==> src/rtl/word_uart_pkg.sv <==
`default_nettype none
// ============================================================================
//  Module   : word_uart_pkg
//  Brief    : Shared FSM encoding, ASCII constants and the nibble-to-ASCII
//             helper used by the word-to-UART serializer.
//  Revision : 1.0 - initial release
// ============================================================================
package word_uart_pkg;

    // Serializer FSM states
    typedef enum logic [1:0] {
        ST_IDLE = 2'd0,
        ST_SEND = 2'd1,
        ST_TERM = 2'd2
    } state_e;

    localparam logic [7:0] ASCII_0 = 8'h30;
    localparam logic [7:0] ASCII_A = 8'h41;

    // Map a 4-bit value to its uppercase ASCII hex character
    function automatic logic [7:0] nibble_to_ascii(input logic [3:0] nib);
        if (nib < 4'd10) begin
            return ASCII_0 + {4'd0, nib};
        end else begin
            return ASCII_A + {4'd0, nib} - 8'd10;
        end
    endfunction

endpackage
`default_nettype wire

==> src/rtl/word_uart_serializer_sync_fifo.sv <==
`default_nettype none
// ============================================================================
//  Module   : sync_fifo
//  Brief    : Single-clock FIFO with a separate occupancy counter. Pointers
//             are log2(DEPTH) bits and wrap naturally. A write while full is
//             accepted only when a read happens in the same cycle.
//  Revision : 1.0 - initial release
// ============================================================================
module sync_fifo #(
    parameter int WIDTH = 8,
    parameter int DEPTH = 4
) (
    input  logic                     clk,
    input  logic                     reset,
    input  logic                     wr_en,
    input  logic [WIDTH-1:0]         wr_data,
    input  logic                     rd_en,
    output logic [WIDTH-1:0]         rd_data,
    output logic                     full,
    output logic                     empty,
    output logic [$clog2(DEPTH):0]   level
);

    localparam int AW = (DEPTH > 1) ? $clog2(DEPTH) : 1;
    localparam int LW = $clog2(DEPTH) + 1;

    logic [WIDTH-1:0] mem_q [DEPTH];
    logic [AW-1:0]    wr_ptr_q, wr_ptr_d;
    logic [AW-1:0]    rd_ptr_q, rd_ptr_d;
    logic [LW-1:0]    level_q,  level_d;
    logic             w_do_wr;
    logic             w_do_rd;

    assign full    = (level_q == LW'(DEPTH));
    assign empty   = (level_q == '0);
    assign level   = level_q;
    assign rd_data = mem_q[rd_ptr_q];

    // When full, rd_ptr == wr_ptr: the head is read combinationally this
    // cycle and overwritten at the edge, so push-while-pop is safe.
    assign w_do_rd = rd_en && !empty;
    assign w_do_wr = wr_en && (!full || w_do_rd);

    // Next-state for pointers and occupancy
    always_comb begin
        wr_ptr_d = wr_ptr_q;
        rd_ptr_d = rd_ptr_q;
        level_d  = level_q;
        if (w_do_wr) begin
            wr_ptr_d = wr_ptr_q + AW'(1);
        end
        if (w_do_rd) begin
            rd_ptr_d = rd_ptr_q + AW'(1);
        end
        case ({w_do_wr, w_do_rd})
            2'b10:   level_d = level_q + LW'(1);
            2'b01:   level_d = level_q - LW'(1);
            default: level_d = level_q;
        endcase
    end

    // Pointer and occupancy registers
    always_ff @(posedge clk) begin
        if (reset) begin
            wr_ptr_q <= '0;
            rd_ptr_q <= '0;
            level_q  <= '0;
        end else begin
            wr_ptr_q <= wr_ptr_d;
            rd_ptr_q <= rd_ptr_d;
            level_q  <= level_d;
        end
    end

    // Storage array; contents need no reset since occupancy gates reads
    always_ff @(posedge clk) begin
        if (w_do_wr) begin
            mem_q[wr_ptr_q] <= wr_data;
        end
    end

endmodule
`default_nettype wire

==> src/rtl/word_uart_serializer.sv <==
`default_nettype none
// ============================================================================
//  Module   : word_uart_serializer
//  Brief    : Queues wide result words and streams them byte-by-byte onto a
//             valid/ready UART transmit port, with optional terminator byte,
//             saturating drop accounting and overflow pulse.
//  Options  : WORD_UART_SERIALIZER_HEX_ASCII_EN - emit each data byte as two
//             uppercase ASCII hex characters (terminator stays raw).
//  Revision : 1.0 - initial release
// ============================================================================
module word_uart_serializer
    import word_uart_pkg::*;
#(
    parameter int         DATA_W    = 128,
    parameter int         DEPTH     = 4,
    parameter int         MSB_FIRST = 1,
    parameter int         TERM_EN   = 1,
    parameter logic [7:0] TERM_CHAR = 8'h0A,
    parameter int         DROP_W    = 16
) (
    input  logic                     clk,
    input  logic                     reset,
    input  logic [DATA_W-1:0]        in_data,
    input  logic                     in_valid,
    output logic [7:0]               tx_data,
    output logic                     tx_valid,
    input  logic                     tx_ready,
    output logic [$clog2(DEPTH):0]   fifo_level,
    output logic [DROP_W-1:0]        drop_cnt,
    output logic                     overflow,
    output logic                     busy
);

    localparam int NBYTES = DATA_W / 8;
`ifdef WORD_UART_SERIALIZER_HEX_ASCII_EN
    localparam int NB     = 2 * NBYTES;
`else
    localparam int NB     = NBYTES;
`endif
    localparam int IDX_W  = (NB > 1) ? $clog2(NB) : 1;

    state_e              state_q,    state_d;
    logic [DATA_W-1:0]   shreg_q,    shreg_d;
    logic [IDX_W-1:0]    idx_q,      idx_d;
    logic [DROP_W-1:0]   drop_cnt_q, drop_cnt_d;
    logic                overflow_q, overflow_d;

    logic                w_pop;
    logic                w_accept;
    logic                w_drop;
    logic [DATA_W-1:0]   w_fifo_rd_data;
    logic                w_fifo_full;
    logic                w_fifo_empty;
    logic [7:0]          w_cur_byte;
    logic [DATA_W-1:0]   w_shreg_shifted;
    logic [7:0]          w_char;
    logic                w_byte_done;

    // The head is popped on the IDLE->SEND transition
    assign w_pop    = (state_q == ST_IDLE) && !w_fifo_empty;
    assign w_accept = in_valid && (!w_fifo_full || w_pop);
    assign w_drop   = in_valid && !w_accept;

    sync_fifo #(
        .WIDTH (DATA_W),
        .DEPTH (DEPTH)
    ) u_fifo (
        .clk     (clk),
        .reset   (reset),
        .wr_en   (w_accept),
        .wr_data (in_data),
        .rd_en   (w_pop),
        .rd_data (w_fifo_rd_data),
        .full    (w_fifo_full),
        .empty   (w_fifo_empty),
        .level   (fifo_level)
    );

    // Current byte sits at the outgoing end of the shift register
    generate
        if (MSB_FIRST != 0) begin : g_msb_first
            assign w_cur_byte      = shreg_q[DATA_W-1 -: 8];
            assign w_shreg_shifted = shreg_q << 8;
        end else begin : g_lsb_first
            assign w_cur_byte      = shreg_q[7:0];
            assign w_shreg_shifted = shreg_q >> 8;
        end
    endgenerate

`ifdef WORD_UART_SERIALIZER_HEX_ASCII_EN
    // Even index sends the high nibble, odd index the low nibble and frees the byte
    assign w_byte_done = idx_q[0];
    assign w_char      = idx_q[0] ? nibble_to_ascii(w_cur_byte[3:0])
                                  : nibble_to_ascii(w_cur_byte[7:4]);
`else
    assign w_byte_done = 1'b1;
    assign w_char      = w_cur_byte;
`endif

    // Serializer FSM next-state and transmit outputs
    always_comb begin
        state_d  = state_q;
        shreg_d  = shreg_q;
        idx_d    = idx_q;
        tx_valid = 1'b0;
        tx_data  = 8'h00;
        case (state_q)
            ST_IDLE: begin
                if (!w_fifo_empty) begin
                    shreg_d = w_fifo_rd_data;
                    idx_d   = '0;
                    state_d = ST_SEND;
                end
            end
            ST_SEND: begin
                tx_valid = 1'b1;
                tx_data  = w_char;
                if (tx_ready) begin
                    if (w_byte_done) begin
                        shreg_d = w_shreg_shifted;
                    end
                    if (idx_q == IDX_W'(NB - 1)) begin
                        idx_d   = '0;
                        state_d = (TERM_EN != 0) ? ST_TERM : ST_IDLE;
                    end else begin
                        idx_d   = idx_q + IDX_W'(1);
                    end
                end
            end
            ST_TERM: begin
                tx_valid = 1'b1;
                tx_data  = TERM_CHAR;
                if (tx_ready) begin
                    state_d = ST_IDLE;
                end
            end
            default: begin
                state_d = ST_IDLE;
            end
        endcase
    end

    // Saturating drop counter and overflow pulse
    always_comb begin
        drop_cnt_d = drop_cnt_q;
        overflow_d = w_drop;
        if (w_drop && (drop_cnt_q != '1)) begin
            drop_cnt_d = drop_cnt_q + DROP_W'(1);
        end
    end

    // State, shift register and accounting registers
    always_ff @(posedge clk) begin
        if (reset) begin
            state_q    <= ST_IDLE;
            shreg_q    <= '0;
            idx_q      <= '0;
            drop_cnt_q <= '0;
            overflow_q <= 1'b0;
        end else begin
            state_q    <= state_d;
            shreg_q    <= shreg_d;
            idx_q      <= idx_d;
            drop_cnt_q <= drop_cnt_d;
            overflow_q <= overflow_d;
        end
    end

    assign drop_cnt = drop_cnt_q;
    assign overflow = overflow_q;
    assign busy     = (state_q != ST_IDLE) || !w_fifo_empty;

endmodule
`default_nettype wire

==> config.mk <==
export PLATFORM = sky130hd
export DESIGN_NAME = word_uart_serializer
export DESIGN_NICKNAME = d
export VERILOG_FILES = /design/src/rtl/word_uart_pkg.sv /design/src/rtl/word_uart_serializer_sync_fifo.sv /design/src/rtl/word_uart_serializer.sv
export SDC_FILE = /design/constraint.sdc
export NUM_CORES = 1
export LEC_CHECK = 0
export ABC_AREA = 1
export CAP_MARGIN = 20
export CORE_MARGIN = 2
export CORE_UTILIZATION = 25
export CTS_CLUSTER_DIAMETER = 50
export DETAILED_ROUTE_END_ITERATION = 7
export PLACE_DENSITY_LB_ADDON = 0.05
export SLEW_MARGIN = 25
export SYNTH_ARGS = -nofsm -noshare
export SYNTH_HDL_FRONTEND = slang
export SYNTH_SLANG_ARGS = --single-unit
==> constraint.sdc <==
create_clock -name clk -period 13.04 [get_ports clk]
set_input_delay 1.304 -clock clk [delete_from_list [all_inputs] [get_ports clk]]
set_output_delay 1.304 -clock clk [all_outputs]
set_load 0.01 [all_outputs]
Figure 1. Wiring by layer.
(1 px per um)
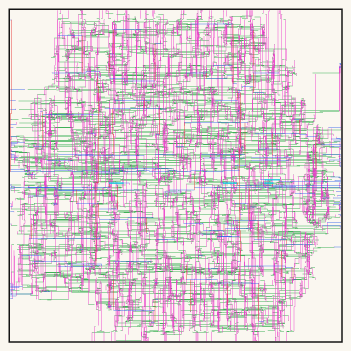
| colour | layer | wire length |
|---|---|---|
| green | met1 | 38.3 mm |
| blue | met3 | 3240 um |
| magenta | met2 | 35.8 mm |
| red | met4 | 1410 um |
| cyan | met5 | 46.0 um |

Figure 2. Cell classes on the final placement.
(1 px per um)
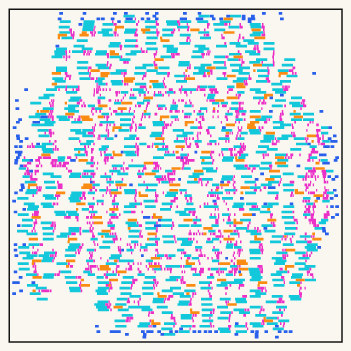
| colour | class | cells | share of their area |
|---|---|---|---|
| blue | other buffers and delay cells | 180 | 5.7% |
| cyan | flip-flops | 672 | 59% |
| orange | clock drivers and dummy loads | 193 | 12% |
| magenta | all other logic | 1750 | 24% |
fin area: 33300 um^2
fraction of area in registers: 0.558
Core ar.: 107000 um^2

==> results.json <==
{
  "dp_slack_ns": 8.42,
  "layout.nonclk_buf_frac": 0.0542,
  "stdcell_count": 4198,
  "status": "finished, final reports clean",
  "cp_max_fo": 89,
  "rsz0062_at_grt": "no",
  "root_buffer": "clkbuf_16",
  "crit_path_max_incr_delay_ns": 0.64,
  "num_rows": 120,
  "grt_overflow": 0,
  "timing.rr.end": "shreg_q[89]",
  "arrival_ns": 3.24,
  "top_logic_kind": "simple AND/OR/NAND/NOR gates",
  "grt_max_degree": 162,
  "antenna_found_initial": 6,
  "powerDensity_nw_per_um2": 233,
  "layout_min_cycle_time_ns": 4.55,
  "cpMaxStageDelayCell": "buf_6",
  "finalClockPeriodUsage": 0.349,
  "hp-class": "reg -> reg",
  "hold_path.startpoint": "u_fifo.rd_ptr_q[1]",
  "leakage_nw": 12.2,
  "die.size.y_um": 331,
  "die_x_um": 331,
  "crit_type": "reg -> out",
  "flop_area_um2": 18600,
  "ff_type": "edfxtp_1",
  "io_buffer_count": 161,
  "worstHoldPathCells": 2,
  "slew_headroom": 0.345,
  "p_int_mw": 5.03,
  "io_pins": 162,
  "wirelength_um": 78800,
  "busiest_layer": "met2",
  "largest_class": "registers",
  "comb_cell_power_mw": 2.11,
  "ys_sh_aoi": 0.0824
}
Figure 3. Clock routing.
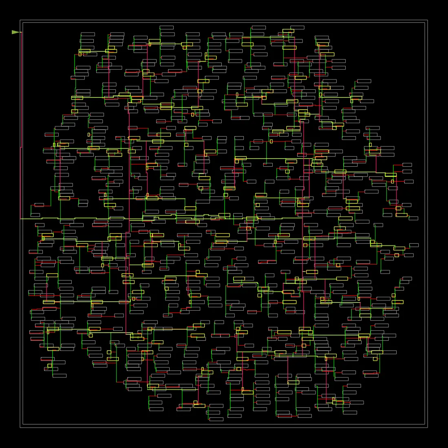
clk_lat worst skew: 0.68 ns
skew final: 0.0239 ns
CLK BUF: 123
clock sinks: 672
registers: 672

